## src/rtl/boost_pi_ctrl.sv

```systemverilog
// Boost converter PI voltage loop: soft-start reference, clamped
// integrator, clamped duty output and latched over-voltage trip.
module boost_pi_ctrl #(
  parameter int KP        = 4,
  parameter int KI        = 1,
  parameter int SHIFT     = 6,
  parameter int DMAX      = 90,
  parameter int DMIN      = 0,
  parameter int RAMP_STEP = 1,
  parameter int RAMP_DIV  = 4,
  parameter int VOV_LIM   = 1000
) (
  input  logic       clk,
  input  logic       rst_n,
  input  logic       en,
  input  logic [9:0] vref,
  input  logic [9:0] vfb,
  input  logic       vfb_valid,
  output logic [9:0] d,
  output logic       d_valid,
  output logic       busy,
  output logic       fault
);

  localparam int CW = (RAMP_DIV > 1) ? $clog2(RAMP_DIV) : 1;
  localparam logic [CW-1:0] CNT_LAST = CW'(RAMP_DIV - 1);
  localparam logic [10:0] STEP = 11'(RAMP_STEP);
  localparam logic [9:0] STEP10 = 10'(RAMP_STEP);
  localparam logic [10:0] VOV = 11'(VOV_LIM);
  localparam logic signed [19:0] KP_S = 20'(KP);
  localparam logic signed [19:0] KI_S = 20'(KI);
  localparam logic signed [24:0] IMAX = 25'(DMAX << SHIFT);
  localparam logic signed [24:0] UMAX = 25'(DMAX);
  localparam logic signed [24:0] UMIN = 25'(DMIN);

  typedef enum logic [1:0] {IDLE, ERR, INTEG, OUT} state_e;

  state_e state_q;
  logic [9:0] vfb_q;
  logic [9:0] vref_eff_q;
  logic [CW-1:0] cnt_q;
  logic signed [10:0] err_q;
  logic signed [23:0] integ_q;
  logic [9:0] d_q;
  logic d_valid_q;
  logic busy_q;
  logic fault_q;

  logic trip;
  logic signed [10:0] err_d;
  logic signed [10:0] rdiff;
  logic [10:0] rmag;
  logic [9:0] vref_eff_d;
  logic [CW-1:0] cnt_d;
  logic signed [19:0] err_x;
  logic signed [19:0] kp_prod;
  logic signed [19:0] ki_prod;
  logic signed [24:0] isum;
  logic signed [23:0] integ_d;
  logic signed [24:0] pi_sum;
  logic signed [24:0] u;
  logic [9:0] d_d;

  assign trip = en && vfb_valid && !fault_q && ({1'b0, vfb} >= VOV);

  always_comb begin
    err_d = $signed({1'b0, vref_eff_q}) - $signed({1'b0, vfb_q});
    rdiff = $signed({1'b0, vref}) - $signed({1'b0, vref_eff_q});
    rmag = rdiff[10] ? $unsigned(-rdiff) : $unsigned(rdiff);
    cnt_d = (cnt_q == CNT_LAST) ? '0 : cnt_q + CW'(1);
    vref_eff_d = vref_eff_q;
    // Snap once within one step so the ramp never overshoots vref.
    if (rmag <= STEP) begin
      vref_eff_d = vref;
    end else if (cnt_q == CNT_LAST) begin
      vref_eff_d = rdiff[10] ? vref_eff_q - STEP10
                             : vref_eff_q + STEP10;
    end
    err_x = {{9{err_q[10]}}, err_q};
    kp_prod = err_x * KP_S;
    ki_prod = err_x * KI_S;
    isum = $signed({integ_q[23], integ_q})
         + $signed({{5{ki_prod[19]}}, ki_prod});
    if (isum < 0) integ_d = '0;
    else if (isum > IMAX) integ_d = IMAX[23:0];
    else integ_d = isum[23:0];
    pi_sum = $signed({{5{kp_prod[19]}}, kp_prod})
           + $signed({integ_q[23], integ_q});
    u = pi_sum >>> SHIFT;
    if (u < UMIN) d_d = UMIN[9:0];
    else if (u > UMAX) d_d = UMAX[9:0];
    else d_d = u[9:0];
  end

  always_ff @(posedge clk or negedge rst_n) begin
    if (!rst_n) begin
      state_q    <= IDLE;
      vfb_q      <= '0;
      vref_eff_q <= '0;
      cnt_q      <= '0;
      err_q      <= '0;
      integ_q    <= '0;
      d_q        <= '0;
      d_valid_q  <= 1'b0;
      busy_q     <= 1'b0;
      fault_q    <= 1'b0;
    end else begin
      d_valid_q <= 1'b0;
      if (!en) begin
        state_q    <= IDLE;
        vref_eff_q <= '0;
        cnt_q      <= '0;
        integ_q    <= '0;
        d_q        <= '0;
        busy_q     <= 1'b0;
        fault_q    <= 1'b0;
      end else if (trip) begin
        fault_q   <= 1'b1;
        d_q       <= '0;
        d_valid_q <= 1'b1;
        integ_q   <= '0;
        busy_q    <= 1'b0;
        state_q   <= IDLE;
      end else if (!fault_q) begin
        case (state_q)
          IDLE: begin
            if (vfb_valid) begin
              vfb_q   <= vfb;
              busy_q  <= 1'b1;
              state_q <= ERR;
            end
          end
          ERR: begin
            err_q      <= err_d;
            cnt_q      <= cnt_d;
            vref_eff_q <= vref_eff_d;
            state_q    <= INTEG;
          end
          INTEG: begin
            integ_q <= integ_d;
            state_q <= OUT;
          end
          OUT: begin
            d_q       <= d_d;
            d_valid_q <= 1'b1;
            busy_q    <= 1'b0;
            state_q   <= IDLE;
          end
          default: state_q <= IDLE;
        endcase
      end
    end
  end

  assign d       = d_q;
  assign d_valid = d_valid_q;
  assign busy    = busy_q;
  assign fault   = fault_q;

endmodule

```

## config.mk

```make
export PLATFORM = sky130hd
export DESIGN_NAME = boost_pi_ctrl
export DESIGN_NICKNAME = d
export VERILOG_FILES = /design/src/rtl/boost_pi_ctrl.sv
export SDC_FILE = /design/constraint.sdc
export NUM_CORES = 1
export LEC_CHECK = 0
export CORE_ASPECT_RATIO = 1.1
export CORE_UTILIZATION = 55
export DETAILED_ROUTE_END_ITERATION = 8
export DONT_BUFFER_PORTS = 1
export GPL_TIMING_DRIVEN = 1
export HOLD_SLACK_MARGIN = 0.08
export PLACE_DENSITY_LB_ADDON = 0.05
export SYNTH_ARGS = -nofsm -noshare
export SYNTH_HDL_FRONTEND = slang
export SYNTH_SLANG_ARGS = --single-unit
```

## constraint.sdc

```tcl
create_clock -name clk -period 5.55 [get_ports clk]
set_clock_uncertainty 0.05 [all_clocks]
set_input_delay 1.665 -clock clk [delete_from_list [all_inputs] [get_ports clk]]
set_output_delay 1.665 -clock clk [all_outputs]
set_load 0.005 [all_outputs]
```

==> impl_metrics.py <==
# Synthesis and PnR figures
metrics = {
    "setup_path": {
        "crit_fanout": 9,
        "cp_top_family": "AND-OR/OR-AND gates",
        "cp_slowest_cell": "o41ai_1",
        "path_cells": "inv_1 -> ha_1 -> inv_1 -> fa_1 -> a211oi_2 -> o31ai_1 -> a311o_1 -> inv_1 -> buf_4 -> ha_1 -> a21oi_1 -> o21ai_0 -> o41ai_1 -> o21ai_0 -> xnor2_1 -> nand3_1 -> nor2_1 -> a211o_1",
        "cp.arrival_ns": 5.31,
        "crit_start": "vref[0]",
        "endpoint": "vref_eff_q[9]",
        "crit_path_end_kind": "flop",
        "startpoint_type": "input port",
        "r2r-start": "err_q[10]",
        "path_depth": 18,
    },
    "power_and_ir_drop": {
        "internal_power_uw": 1750,
        "top_power_group": "combinational cells",
        "power.total_uw": 3240,
        "clk-power_uw": 573,
    },
    "layout": {
        "final_cell_mix": "dfrtp_1, ha_1, nand2_1, o21ai_0, inv_1",
        "stdcell_count": 961,
        "dominant_cells": "multi-input combinational cells",
        "signal_buffers": 8,
        "nNetsFinal": 897,
        "clock_area_share_pct": 4.06,
        "seq-cell-share_pct": 24.7,
        "seq_cells": 72,
        "lay_top_count": "dfrtp_1",
        "seq_area_um2": 1800,
        "fin_area_um2": 7280,
        "antenna_cells": 0,
    },
    "clock_network": {
        "cts_buffers": 9,
        "path_clk_slew_ns": 0.06,
        "max-clock-path-buffers": 2,
        "cts-resized-gates": 0,
        "insertion_delay_ns": 0.33,
        "tritoncts": "yes",
        "cts_root_buffer": "clkbuf_16",
        "postCtsSetupBuffers": 0,
    },
    "final_timing": {
        "post-route-period-util_pct": 92.7,
        "fin_ws_ns": 0.406,
        "whs_ns": 0.437,
        "setup_viol": 0,
        "rsz0062_at_grt": "false",
        "max_freq_ghz": 0.194,
        "tightestPinTransition_ns": 0.889,
    },
    "global_routing": {
        "grt_pass1_vias": 6252,
        "antenna_found_initial": 0,
        "grt_max_degree": 73,
        "busiest_layer": "met2",
        "grt-ovfl-total": 0,
    },
    "synth": {
        "ys_cells": 814,
        "yosysWarnings": 0,
        "yosys.area.top_type": "dfrtp_1",
        "yosys.cell_types.count": 76,
        "synth_seq_share_pct": 26.2,
        "top_cells_by_area": "dfrtp_1, ha_1, o21ai_0, a21oi_1, nand2_1",
        "edf_count": 0,
        "ys_chip_area_um2": 6870,
    },
    "floorplanning": {
        "fp.dieH_um": 119,
        "initial_core_util_pct": 56.9,
        "core_area_um2": 12100,
        "dieArea_um2": 12900,
    },
    "drt": {
        "met3RoutedLength_um": 709,
        "drtIter0Drc": 387,
        "vias_per_cell": 6.39,
        "drt-met1-wl_um": 8020,
        "drc": 0,
    },
    "placement": {
        "io_buffers": 0,
        "dp_cells": 945,
        "globalplace.congestion": 0.902,
        "placed_area_um2": 6990,
    },
    "job": {
        "drv_cap": 0,
        "warnings": 29,
    },
    "min_path": {
        "min_path_type": "reg -> reg",
    },
    "outcome": {
        "outcome": "finished, final reports clean",
    },
}
-- worst reg2reg max path, cell delays in order, from the launching register on --
cell and delay [ns]:
dfrtp_1 0.70, ha_1 0.47, a21oi_1 0.60, o21ai_0 0.19, a211oi_1 0.51, nor3_1 0.14
or3_1 0.33, a221o_1 0.33, nor3b_2 0.39, nor3b_1 0.34, o21ai_0 0.13
-- Yosys cell counts (12+ instances only) --
| cell type | n |
|---|---|
| a211o_1 | 12 |
| a21o_1 | 22 |
| a21oi_1 | 55 |
| and2_1 | 20 |
| and3_1 | 23 |
| clkbuf_1 | 16 |
| dfrtp_1 | 72 |
| ha_1 | 67 |
| inv_1 | 56 |
| mux2_2 | 12 |
| nand2_1 | 64 |
| nand2b_1 | 12 |
| nand3_1 | 14 |
| nor2_1 | 45 |
| nor2b_1 | 13 |
| nor3_1 | 18 |
| o21ai_0 | 60 |
| xnor2_1 | 25 |
| xor2_1 | 17 |
-- cell families (layout without fill, tap and decap cells) --
kind of cell	after synthesis	count (layout)	synth area share [%]
xor+xnor	44	44	5.92
fa+ha+maj	71	71	13.4
compound gates	262	262	26.4
buf+inv	87	80	5.17
flops	72	72	26.2
simple gates	259	259	19.9
mux	19	19	3.06
-- worst min path at each step --
stage / start / endpoint / slack, ns / cells after the start
final: integ_q[14] / integ_q[14] / 0.44 / 1
after global routing: integ_q[14] / integ_q[14] / 0.46 / 1
after detailed placement: integ_q[14] / integ_q[14] / 0.43 / 1
after CTS: integ_q[14] / integ_q[14] / 0.44 / 1
after floorplan: integ_q[13] / integ_q[13] / 0.41 / 1
after global placement: integ_q[15] / integ_q[15] / 0.42 / 1
-- registers in the layout, summed over array words and instances (netlist names) --
name / count
busy: 1
state_q: 2
integ_q: 24
cnt_q: 2
vref_eff_q: 10
fault: 1
err_q: 11
d_valid: 1
vfb_q: 10
d: 10
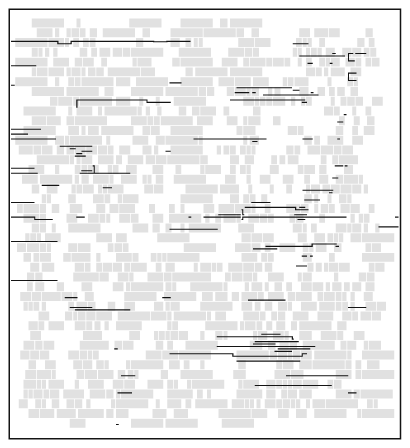
**Above:** signal wires on met3.
Cells faint in the background.
nets with wire on the layer	71
main direction	horizontal
wire length on this layer	710 um
wirelength, routed: 18200 um
Vias: 6143
M3 GR Usage: 4.21%

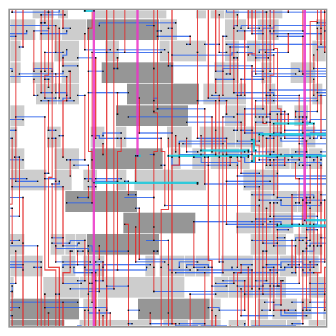
**Above:** layout detail.
Window x 34 to 74, y 40 to 80 um. Cells in gray, sequential cells in the stronger gray; small squares are vias.
color	layer
magenta	M4
blue	M1
red	M2
cyan	M3
most frequent	o21ai_0 (10), ha_1 (10), dfrtp_1 (10)
netlist names of flops here include	integ_q (5), err_q (4)
sequential cells in the window	10
cells with their middle in the window	100

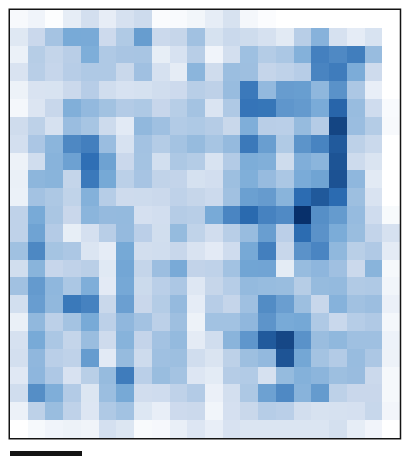
**Above:** wire density map.
Scale bar: 20 um. 22 x 24 tiles, from white (low) to dark blue (high), scaled to the fullest tile. Values are wire area over tile area, all layers added.
nearly empty tiles	3.6%
fullest tile	0.69
densest ninth of the die	east
tiles over half the peak	16%
mean over tiles	0.22
global-route usage over all layers: 30.0%
drt wl/cell: 19.0 um

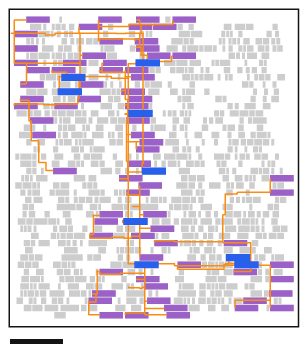
**Above:** routed clock nets over the placement.
Scale bar: 20 um.
[purple] flip-flops | count: 72
[blue] clock-net drivers | count: 9
[orange] clock wires | length: 969 um
routed clock nets	10
flops lie	spread over the die

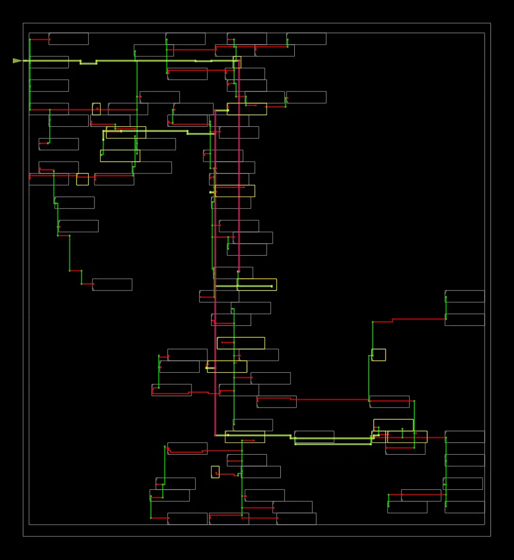
**Above:** clock routing.
TritonCTS Sinks: 72
Clock Buffer Count: 9

